<file path="src/rtl/pebb_pkg.sv">
// Types and default header field positions shared by packet_sender and the packet buffer.
package pebb_pkg;

    typedef enum logic {
        IDLE = 1'b0,
        BODY = 1'b1
    } sender_state_t;

    localparam int DEF_FLIT_SIZE         = 64;
    localparam int DEF_TO_ADDRESS_MSB    = 63;
    localparam int DEF_TO_ADDRESS_LSB    = 56;
    localparam int DEF_FROM_ADDRESS_MSB  = 55;
    localparam int DEF_FROM_ADDRESS_LSB  = 48;
    localparam int DEF_PACKET_LENGTH_MSB = 47;
    localparam int DEF_PACKET_LENGTH_LSB = 40;

endpackage

</file>
<file path="src/rtl/header_pack.sv">
// Combinational header flit assembly: address and length fields placed, every other bit zero.
module header_pack #(
    parameter int FLIT_SIZE         = pebb_pkg::DEF_FLIT_SIZE,
    parameter int TO_ADDRESS_MSB    = pebb_pkg::DEF_TO_ADDRESS_MSB,
    parameter int TO_ADDRESS_LSB    = pebb_pkg::DEF_TO_ADDRESS_LSB,
    parameter int FROM_ADDRESS_MSB  = pebb_pkg::DEF_FROM_ADDRESS_MSB,
    parameter int FROM_ADDRESS_LSB  = pebb_pkg::DEF_FROM_ADDRESS_LSB,
    parameter int PACKET_LENGTH_MSB = pebb_pkg::DEF_PACKET_LENGTH_MSB,
    parameter int PACKET_LENGTH_LSB = pebb_pkg::DEF_PACKET_LENGTH_LSB
) (
    input  logic [TO_ADDRESS_MSB-TO_ADDRESS_LSB:0]       to_addr,
    input  logic [FROM_ADDRESS_MSB-FROM_ADDRESS_LSB:0]   from_addr,
    input  logic [PACKET_LENGTH_MSB-PACKET_LENGTH_LSB:0] length,
    output logic [FLIT_SIZE-1:0]                         flit
);

    always_comb begin
        flit = '0;
        flit[TO_ADDRESS_MSB:TO_ADDRESS_LSB]       = to_addr;
        flit[FROM_ADDRESS_MSB:FROM_ADDRESS_LSB]   = from_addr;
        flit[PACKET_LENGTH_MSB:PACKET_LENGTH_LSB] = length;
    end

endmodule

</file>
<file path="src/rtl/packet_sender.sv">
// Turns a packet command plus a stream of body flits into header+body flits through one
// output register; IDLE waits for a command, BODY forwards the remaining payload flits.
module packet_sender
    import pebb_pkg::*;
#(
    parameter int FLIT_SIZE         = DEF_FLIT_SIZE,
    parameter int TO_ADDRESS_MSB    = DEF_TO_ADDRESS_MSB,
    parameter int TO_ADDRESS_LSB    = DEF_TO_ADDRESS_LSB,
    parameter int FROM_ADDRESS_MSB  = DEF_FROM_ADDRESS_MSB,
    parameter int FROM_ADDRESS_LSB  = DEF_FROM_ADDRESS_LSB,
    parameter int PACKET_LENGTH_MSB = DEF_PACKET_LENGTH_MSB,
    parameter int PACKET_LENGTH_LSB = DEF_PACKET_LENGTH_LSB
) (
    input  logic                                         clk,
    input  logic                                         rst,
    input  logic                                         cmd_valid,
    output logic                                         cmd_ready,
    input  logic [TO_ADDRESS_MSB-TO_ADDRESS_LSB:0]       cmd_to_addr,
    input  logic [FROM_ADDRESS_MSB-FROM_ADDRESS_LSB:0]   cmd_from_addr,
    input  logic [PACKET_LENGTH_MSB-PACKET_LENGTH_LSB:0] cmd_length,
    output logic                                         cmd_error,
    input  logic [FLIT_SIZE-1:0]                         pay_flit,
    input  logic                                         pay_valid,
    output logic                                         pay_ready,
    output logic [FLIT_SIZE-1:0]                         out_flit,
    output logic                                         out_flit_valid,
    input  logic                                         out_ready,
    output logic                                         busy,
    output logic [7:0]                                   n_sent,
    output sender_state_t                                dbg_state
);

    localparam int LEN_W = PACKET_LENGTH_MSB - PACKET_LENGTH_LSB + 1;
    localparam logic [LEN_W-1:0] LEN_ONE = 1;

    sender_state_t        state;
    logic [LEN_W-1:0]     remaining;
    logic [FLIT_SIZE-1:0] header_flit;
    logic                 out_free;
    logic                 cmd_fire;
    logic                 pay_fire;

    header_pack #(
        .FLIT_SIZE        (FLIT_SIZE),
        .TO_ADDRESS_MSB   (TO_ADDRESS_MSB),
        .TO_ADDRESS_LSB   (TO_ADDRESS_LSB),
        .FROM_ADDRESS_MSB (FROM_ADDRESS_MSB),
        .FROM_ADDRESS_LSB (FROM_ADDRESS_LSB),
        .PACKET_LENGTH_MSB(PACKET_LENGTH_MSB),
        .PACKET_LENGTH_LSB(PACKET_LENGTH_LSB)
    ) u_header_pack (
        .to_addr  (cmd_to_addr),
        .from_addr(cmd_from_addr),
        .length   (cmd_length),
        .flit     (header_flit)
    );

    // Every channel transfers exactly on a posedge where valid && ready are both high;
    // valid never waits on ready, and the held flit stays put while out_flit_valid && !out_ready.
    assign out_free  = !out_flit_valid || out_ready;
    assign cmd_ready = !rst && (state == IDLE) && out_free;
    assign pay_ready = !rst && (state == BODY) && out_free;
    assign cmd_fire  = cmd_valid && cmd_ready;
    assign pay_fire  = pay_valid && pay_ready;
    assign busy      = (state == BODY);
    assign dbg_state = state;

    always_ff @(posedge clk) begin
        if (rst) begin
            state          <= IDLE;
            remaining      <= '0;
            out_flit       <= '0;
            out_flit_valid <= 1'b0;
            n_sent         <= 8'd0;
            cmd_error      <= 1'b0;
        end else begin
            cmd_error <= 1'b0;
            // Drop valid once the held flit is taken; any reload below overrides this.
            if (out_flit_valid && out_ready) begin
                out_flit_valid <= 1'b0;
            end
            case (state)
                IDLE: begin
                    if (cmd_fire) begin
                        if (cmd_length == '0) begin
                            cmd_error <= 1'b1;
                        end else begin
                            out_flit       <= header_flit;
                            out_flit_valid <= 1'b1;
                            remaining      <= cmd_length - LEN_ONE;
                            if (cmd_length == LEN_ONE) begin
                                n_sent <= n_sent + 8'd1;
                            end else begin
                                state <= BODY;
                            end
                        end
                    end
                end
                BODY: begin
                    if (pay_fire) begin
                        out_flit       <= pay_flit;
                        out_flit_valid <= 1'b1;
                        remaining      <= remaining - LEN_ONE;
                        if (remaining == LEN_ONE) begin
                            state  <= IDLE;
                            n_sent <= n_sent + 8'd1;
                        end
                    end
                end
                default: state <= IDLE;
            endcase
        end
    end

endmodule

</file>
<file path="config.mk">
export PLATFORM = sky130hd
export DESIGN_NAME = packet_sender
export DESIGN_NICKNAME = d
export VERILOG_FILES = /design/src/rtl/pebb_pkg.sv /design/src/rtl/header_pack.sv /design/src/rtl/packet_sender.sv
export SDC_FILE = /design/constraint.sdc
export NUM_CORES = 1
export LEC_CHECK = 0
export CORE_MARGIN = 2
export CORE_UTILIZATION = 40
export CTS_CLUSTER_SIZE = 16
export DETAILED_ROUTE_END_ITERATION = 6
export PLACE_DENSITY = 0.8
export SYNTH_ARGS = -nofsm -noshare
export SYNTH_HDL_FRONTEND = slang
export SYNTH_SLANG_ARGS = --single-unit
</file>
<file path="constraint.sdc">
create_clock -name clk -period 2.9 [get_ports clk]
set_clock_uncertainty 0.2 [all_clocks]
set_input_delay 0.58 -clock clk [delete_from_list [all_inputs] [get_ports clk]]
set_output_delay 0.58 -clock clk [all_outputs]
set_load 0.02 [all_outputs]
</file>
==> flow_metrics.tcl <==
# collected from the flow reports
set metrics [dict create \
    run_status "finished, final reports clean" \
    largest_area_cell "dfxtp_1" \
    finalHoldViolCount 0 \
    crit_start "out_ready" \
    ys_top_logic_family "AND-OR/OR-AND gates" \
    maxPowerGroup "registers" \
    cts_max_level 3 \
    vdd_ir_drop_max_v 0.000224 \
    ys_top_cells_by_count "83 x dfxtp_1, 40 x a22o_1, 36 x nor2_1, 25 x a211oi_1, 25 x mux2i_1" \
    buffers 191 \
    clock_cell_area_share_pct 3.62 \
    cts_hold_buf 0 \
    synth_stat.cells 343 \
    wl_met3_um 816 \
    setup-tns-final_ps 0 \
    ys.flop_type "dfxtp_1" \
    grt_pass1_wl_um 16300 \
    fin_area_um2 5530 \
    grtUsageMet3_pct 7.44 \
    r2r_slack_ps 630 \
    syn_area_per_cell_um2 10.0 \
]
Figure 1. Ports around the boundary.
Scale: 4 px per µm. Pins as bars across the die edge, other pins in gray.
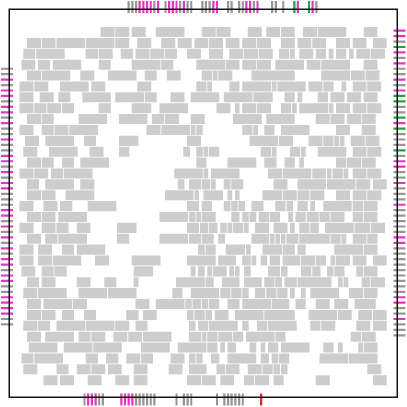
legend:
  magenta:
    port: pay_flit
    pins: 64
    direction: input
    edge: 25 left, 16 top, 16 right, 7 bottom
  green:
    port: cmd_to_addr
    pins: 8
    direction: input
    edge: 6 right, 2 top
  red:
    port: pay_valid
    pins: 1
    direction: input
    edge: bottom
all pins by edge: 57 right, 48 left, 38 top, 28 bottom
IO buf count: 170
die x size: 96.6 µm
die height: 96.6 µm

Figure 2. Logic cells by family.
Scale: 4 px per µm.
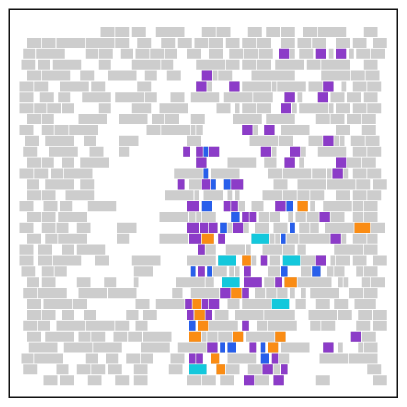
legend:
  cyan:
    family: adder and majority cells
    cells: 6
    most_used: ha_1
  purple:
    family: inverting AOI/OAI gates
    cells: 65
    most_used: a211oi_1
  orange:
    family: AND and OR gates
    cells: 15
    most_used: or4_1
    where: bottom middle
  blue:
    family: NAND gates
    cells: 19
    most_used: nand2_1
Final Instance Count excl. Fillers: 628
logic share of the area: 29.4%
most instantiated logic cell after routing: clkdlybuf4s50_1

Figure 3. Clock wires, drivers and flops.
Scale: 4 px per µm.
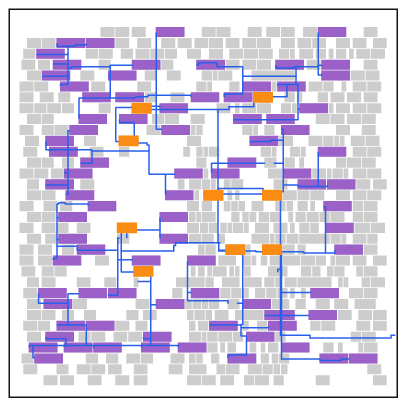
legend:
  purple:
    item: flip-flops
    count: 83
  orange:
    item: cells driving clock nets
    count: 9
  blue:
    item: clock wires
    length: 968 µm
routed clock nets: 10
part of the power in the clock network: 31.6%
Worst-Skew Late Latency: 340 ps
P_clk: 0.000838 W

Power figures rest on the tool's default switching activity, not on a simulated workload.
